Figure 1. Register map, names as in the netlist (run 1).
The bar under the picture is 100 um long.
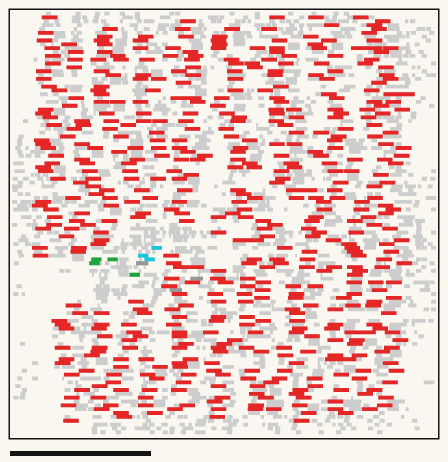
Figure 2. A small window of the routed layout (run 1).
The bar under the picture is 5 um long. Window x 142 to 162, y 202 to 222 um. Cells in grey, sequential cells in the stronger grey; small squares are vias.
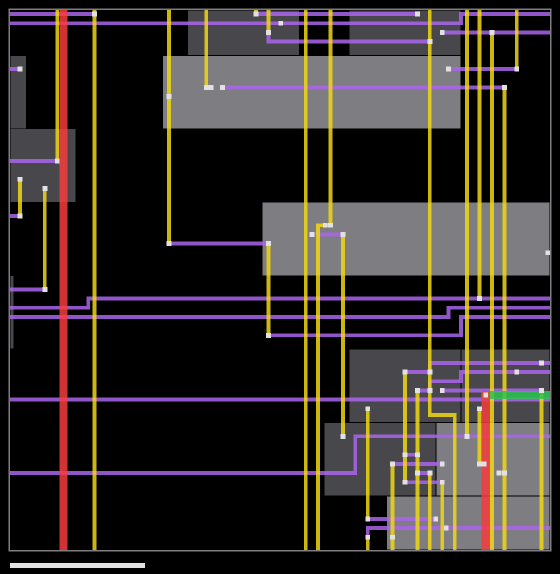
Figure 3. Routing congestion map (run 1).
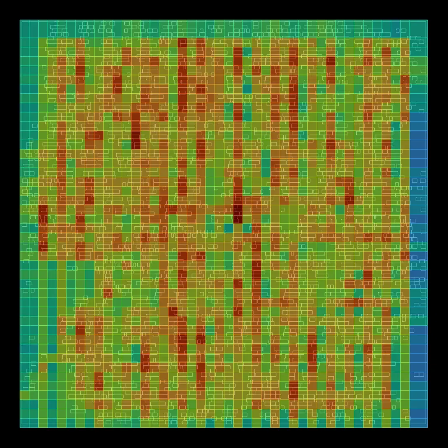
`config.mk`:
```
export PLATFORM = sky130hd
export DESIGN_NAME = fetch_buffer
export DESIGN_NICKNAME = d
export VERILOG_FILES = /design/src/rtl/fetch_buffer_pkg.sv /design/src/rtl/fetch_buffer_ram.sv /design/src/rtl/fetch_buffer.sv
export SDC_FILE = /design/constraint.sdc
export NUM_CORES = 1
export LEC_CHECK = 0
export CAP_MARGIN = 20
export CORE_UTILIZATION = 35
export DETAILED_ROUTE_END_ITERATION = 8
export PLACE_DENSITY_LB_ADDON = 0.08
export REMOVE_ABC_BUFFERS = 1
export SLEW_MARGIN = 5
export SYNTH_ARGS = -nofsm -noshare
export SYNTH_HDL_FRONTEND = slang
export SYNTH_HIERARCHICAL = 1
export SYNTH_SLANG_ARGS = --single-unit
```
`constraint.sdc`:
```
create_clock -name clk -period 9.95 [get_ports clk]
set_clock_uncertainty 0.15 [all_clocks]
set_input_delay 1.4925 -clock clk [delete_from_list [all_inputs] [get_ports clk]]
set_output_delay 1.4925 -clock clk [all_outputs]
set_load 0.005 [all_outputs]
```
`src/rtl/fetch_buffer_pkg.sv`:
```
// fetch_buffer_pkg: shared fetch buffer constants and the {pc,inst} entry type.
package fetch_buffer_pkg;
  localparam int FB_DEPTH = 8;
  localparam int FB_ENTRY_W = 64;
  localparam int FB_PTR_W = $clog2(FB_DEPTH);
  typedef struct packed {
    logic [31:0] pc;
    logic [31:0] inst;
  } fb_entry_t;
endpackage

```
`src/rtl/fetch_buffer_ram.sv`:
```
// fb_ram: DEPTH x 64 entry storage, two write ports, two combinational read ports (wa_1/wd_1, wa_2/wd_2 in; ra_1/ra_2 -> rd_1/rd_2).
import fetch_buffer_pkg::*;
module fb_ram #(
  parameter int DEPTH = FB_DEPTH,
  parameter int AW = $clog2(DEPTH)
) (
  input  logic            clk,
  input  logic            we_1,
  input  logic [AW-1:0]   wa_1,
  input  fb_entry_t       wd_1,
  input  logic            we_2,
  input  logic [AW-1:0]   wa_2,
  input  fb_entry_t       wd_2,
  input  logic [AW-1:0]   ra_1,
  input  logic [AW-1:0]   ra_2,
  output fb_entry_t       rd_1,
  output fb_entry_t       rd_2
);
  fb_entry_t mem [DEPTH];
  always_ff @(posedge clk) begin
    if (we_1) mem[wa_1] <= wd_1;
    if (we_2) mem[wa_2] <= wd_2;
  end
  assign rd_1 = mem[ra_1];
  assign rd_2 = mem[ra_2];
endmodule

```
`src/rtl/fetch_buffer.sv`:
```
// fetch_buffer: dual-issue circular {pc,inst} FIFO between fetch (if_*) and decode (id_*); optional fb_stall_cnt under FETCH_BUFFER_STALL_CNT_EN.
import fetch_buffer_pkg::*;
module fetch_buffer #(
  parameter int DEPTH = FB_DEPTH
) (
  input  logic        clk,
  input  logic        rst,
  input  logic        flush,
  input  logic        if_valid_1,
  input  logic        if_valid_2,
  input  logic [31:0] if_pc_1,
  input  logic [31:0] if_pc_2,
  input  logic [31:0] if_inst_1,
  input  logic [31:0] if_inst_2,
  output logic        fb_full,
  input  logic [1:0]  id_pop,
  output logic        id_valid_1,
  output logic        id_valid_2,
  output logic [31:0] id_pc_1,
  output logic [31:0] id_pc_2,
  output logic [31:0] id_inst_1,
  output logic [31:0] id_inst_2
`ifdef FETCH_BUFFER_STALL_CNT_EN
  ,
  output logic [31:0] fb_stall_cnt
`endif
);
  localparam int AW = $clog2(DEPTH);
  localparam int CW = AW + 1;
  logic [AW-1:0] head, tail;
  logic [CW-1:0] count;
  logic [1:0] push, pop_req, pop;
  fb_entry_t rd_1, rd_2;
  assign fb_full = (CW'(DEPTH) - count) < CW'(2);
  assign push = fb_full ? 2'd0 : {1'b0, if_valid_1} + {1'b0, if_valid_2};
  assign pop_req = id_pop == 2'd3 ? 2'd2 : id_pop;
  assign pop = CW'(pop_req) > count ? count[1:0] : pop_req;
  // Slot 1 of the ram always takes the first valid fetch slot, so a lone if_valid_2 lands at tail.
  fb_ram #(.DEPTH(DEPTH), .AW(AW)) u_ram (
    .clk(clk),
    .we_1(push != 2'd0),
    .wa_1(tail),
    .wd_1(if_valid_1 ? {if_pc_1, if_inst_1} : {if_pc_2, if_inst_2}),
    .we_2(push == 2'd2),
    .wa_2(tail + AW'(1)),
    .wd_2({if_pc_2, if_inst_2}),
    .ra_1(head),
    .ra_2(head + AW'(1)),
    .rd_1(rd_1),
    .rd_2(rd_2)
  );
  always_ff @(posedge clk) begin
    if (rst || flush) begin
      head <= '0;
      tail <= '0;
      count <= '0;
    end else begin
      head <= head + AW'(pop);
      tail <= tail + AW'(push);
      count <= count + CW'(push) - CW'(pop);
    end
  end
  assign id_valid_1 = count >= CW'(1);
  assign id_valid_2 = count >= CW'(2);
  assign id_pc_1 = id_valid_1 ? rd_1.pc : '0;
  assign id_inst_1 = id_valid_1 ? rd_1.inst : '0;
  assign id_pc_2 = id_valid_2 ? rd_2.pc : '0;
  assign id_inst_2 = id_valid_2 ? rd_2.inst : '0;
`ifdef FETCH_BUFFER_STALL_CNT_EN
  // Counts fetch-blocked cycles; survives flush so redirects don't hide backpressure.
  always_ff @(posedge clk) begin
    if (rst) fb_stall_cnt <= '0;
    else if (fb_full && (if_valid_1 || if_valid_2)) fb_stall_cnt <= fb_stall_cnt + 32'd1;
  end
`endif
endmodule

```
==> flow_summary.json, run 1 <==
{
  "cts_tree": "yes",
  "buffer_area_share_pct": 7.901,
  "edf_count": 512,
  "portBuffers": 265,
  "rsz0062_at_grt": "no",
  "path_clk_slew_ns": 0.05,
  "syn2layout_area_growth_pct": 17.86,
  "ys_types": 37,
  "grt_pass1_vias": 19970,
  "routed_wire_length_per_instance_um": 30.68,
  "cts_max_path_buffers": 3,
  "firstDrtPassIters": 5,
  "cts-buffers-inserted": 66,
  "startpoint": "head[0]",
  "finalSetupViolations": 0,
  "r2r-start": "count[1]",
  "inverters": 12,
  "nFillCells": 8013,
  "run_status": "complete, no violations",
  "viasPerCell": 5.620,
  "muxShareOfSynthArea_pct": 43.28,
  "drt-met1-wl_um": 44320,
  "clk_share_pct": 5.218,
  "drv_cap": 0,
  "rows": 110,
  "setup_tns_ns": 0,
  "cp_slowest_cell": "dfxtp_4",
  "die_area_um2": 91880,
  "hpwl_um": 54730,
  "cp_data_arrival_time_ns": 4.67,
  "insertion_delay_ns": 0.57,
  "p_comb_share_pct": 38.2,
  "die_w_um": 303.1
}
## Picture notes: Figure 1
Key: `tail` = cyan [placed flops 3]; `count` = green [placed flops 4, where middle left]; `u_ram/mem` = red [placed flops 512, where widely spread]
Another 3 sequential cells are not coloured.
FF/Latch Area: 15590 um^2
Final Util: 41.62%

## Picture notes: Figure 2
Key: met4 = red; met2 = yellow; met1 = purple; met3 = green
Most frequent: mux2_2 (6), edfxtp_1 (3). 9 logic cells have their middle in the window. Sequential cells in the window: 3. Netlist names of flops here include `u_ram/mem` (3).

## Picture notes: Figure 3
M3 GR Usage: 3.127%
All-Layer GR Usage: 22.09%
M2 GR Usage: 37.89%

## run 1: cell usage in the layout (no fill, tap or decap), types with 3 or more instances in the layout
cell	count
mux2_2	705
clkdlybuf4s50_1	264
and2_1	133
mux4_2	256
edfxtp_1	512
dfxtp_4	3
inv_1	11
ha_1	15
and4bb_4	3
fa_1	4
o21ai_4	5
nor3_1	4
clkbuf_16	70
clkinv_1	18
mux2i_1	3
nand2_1	4
clkbuf_1	23
clkinv_2	6
nand4b_1	3
dfxtp_1	7
buf_4	39
nand2b_1	5
diode_2	3
nor2b_1	5
nor2_1	4
## run 1: registers in the layout, summed over array words and instances (netlist names)
name / flops
u_ram/mem: 512
count: 4
head: 3
tail: 3
## run 1: synthesized netlist by cell type, drive strengths merged (4+ instances only)
cell / instances
mux2: 705
edfxtp: 512
mux4: 256
and2: 133
buf: 114
clkbuf: 34
ha: 16
inv: 12
dfxtp: 10
o21ai: 7
nand2: 5
nand2b: 5
nor2b: 5
fa: 4
nor2: 4
nor3: 4
## run 1: critical path, delay by kind of cell (launching register included)
| family | cells | cell delay, ns |
|---|---|---|
| buffers and inverters | 3 | 1.81 |
| DFF | 1 | 0.94 |
| muxes | 2 | 0.68 |
| adders and majority gates | 1 | 0.27 |
| and+or+nand+nor | 1 | 0.20 |
| xor gates and xnor gates | 1 | 0.14 |
## run 1: power by group through the flow
stage / Clock, mW / Sequential (mW) / Combinational, mW
CTS: 2.27 / 2.86 / 3.20
global placement: 0 / 2.89 / 3.17
global route: 2.35 / 2.88 / 3.36
floorplan: 0 / 2.89 / 1.63
finish: 2.21 / 2.85 / 3.13
detailed placement: 0 / 2.90 / 3.18
Figure 4. Routed metal, one colour a layer (run 1).
The bar under the picture is 100 um long.
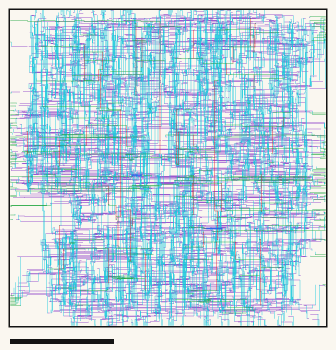

==> run 1 -> run 2 <==
==> constraint.sdc (replaced) <==
create_clock -name clk -period 6.5 [get_ports clk]
set_clock_uncertainty 0.15 [all_clocks]
set_input_delay 0.975 -clock clk [delete_from_list [all_inputs] [get_ports clk]]
set_output_delay 0.975 -clock clk [all_outputs]
set_load 0.005 [all_outputs]
Figure 5. Routed metal, one colour a layer (run 2).
The bar under the picture is 100 um long.
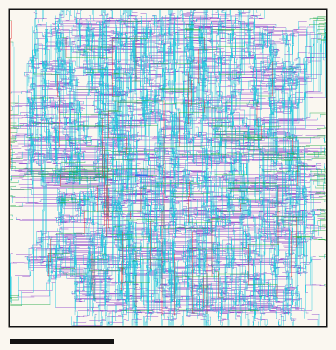
Key: met2 = cyan [wire length 49.7 mm]; met3 = green [wire length 4870 um]; met5 = blue [wire length 10.1 um]; met4 = red [wire length 2010 um]; met1 = purple [wire length 44.5 mm]
routed vias: 18590
All-Layer GR Usage: 22.09%
DRT Wirelength: 101100 um

==> run 2 against run 1 <==
  * Final cell count fell by 0.27%
  * Worst setup slack lost 2.3 ns
  * Wire length fell by 0.40%
  * Critical endpoint is now id_inst_1[10]
  * Register-to-register slack got worse by 3.2 ns
==> flow_summary.json, run 2 <==
{
  "run_status": "complete, no violations",
  "insertion_delay_ns": 0.62,
  "final_layout_top_logic_cells": "mux2_2 (705), edfxtp_1 (512), clkdlybuf4s50_1 (264)",
  "cp_data_arrival_time_ns": 4.02,
  "cts_max_path_buffers": 3,
  "rows": 110,
  "nFillCells": 8136,
  "viasPerCell": 5.636,
  "syn2layout_area_growth_pct": 17.99,
  "clk_share_pct": 4.992,
  "met2_usage_pct": 37.25,
  "inverters": 12,
  "ys_types": 37,
  "drv_cap": 0,
  "die_w_um": 303.1,
  "top_register": "u_ram/mem",
  "yosys-top-cells-count": "mux2_2 (705), edfxtp_1 (512), mux4_2 (256)",
  "die_area_um2": 91880,
  "routed_wire_length_per_instance_um": 30.64,
  "firstDrtPassIters": 5,
  "grt_pass1_vias": 20130,
  "edf_count": 512,
  "path_clk_slew_ns": 0.06,
  "largest_reg_flops": 512
}
run 2: worst max path at each step:
stage	depth (start not counted)	end
after CTS	5	id_pc_1[21]
final	5	id_inst_1[10]
after detailed placement	6	u_ram/mem[2][11]
after global placement	6	u_ram/mem[2][12]
after floorplan	4	id_inst_2[0]
after global routing	5	id_pc_1[29]
run 2: per-layer routing:
metal | share of wire [%] | wire (um) | vias to the layer above
met3 | 4.8 | 4872 | 130
met1 | 44 | 44470 | 9887
met4 | 2.0 | 2009 | 2
li1 | - | - | 8044
met5 | 0.0099 | 10 | -
met2 | 49 | 49710 | 523
run 2: metrics by stage:
| stage | instance area (um^2) | setup TNS (ns) | util [%] |
|---|---|---|---|
| 6_report | 37440 | 0 | 41.66 |
| 5_1_grt | 37440 | 0 | 41.66 |
| 4_1_cts | 37440 | 0 | 41.66 |
| 3_5_place_dp | 35570 | 0 | 39.58 |
| 3_3_place_gp | 35570 | 0 | 39.58 |
| 2_1_floorplan | 30840 | -1114.89 | - |
run 2: power breakdown:
group	leakage, nW	internal [mW]	switching [mW]	total, mW
sequential	4.75	4.16	0.204	4.37
clock	0.908	1.88	1.41	3.29
combinational	6.19	2.57	2.25	4.82
run 2: kinds of logic (layout without fill, tap and decap cells):
family,after synthesis,in the layout,synth area share [%]
multiplexers,964,964,43.28
flip-flops,522,522,49.08
AND/OR/NAND/NOR,168,168,3.363
buffers and inverters,160,427,2.949
adder cells (fa/ha/maj),20,20,0.8832
AND-OR/OR-AND,15,15,0.3075
XOR/XNOR,5,5,0.1380
other,0,1,0
run 2: worst max-delay path: stages (launching register included):
cell	delay, ns
dfxtp_4	0.93
buf_12	0.68
mux4_2	0.60
mux2_2	0.34
and2_1	0.16
clkdlybuf4s50_1	0.44
Power figures rest on the tool's default switching activity, not on a simulated workload.
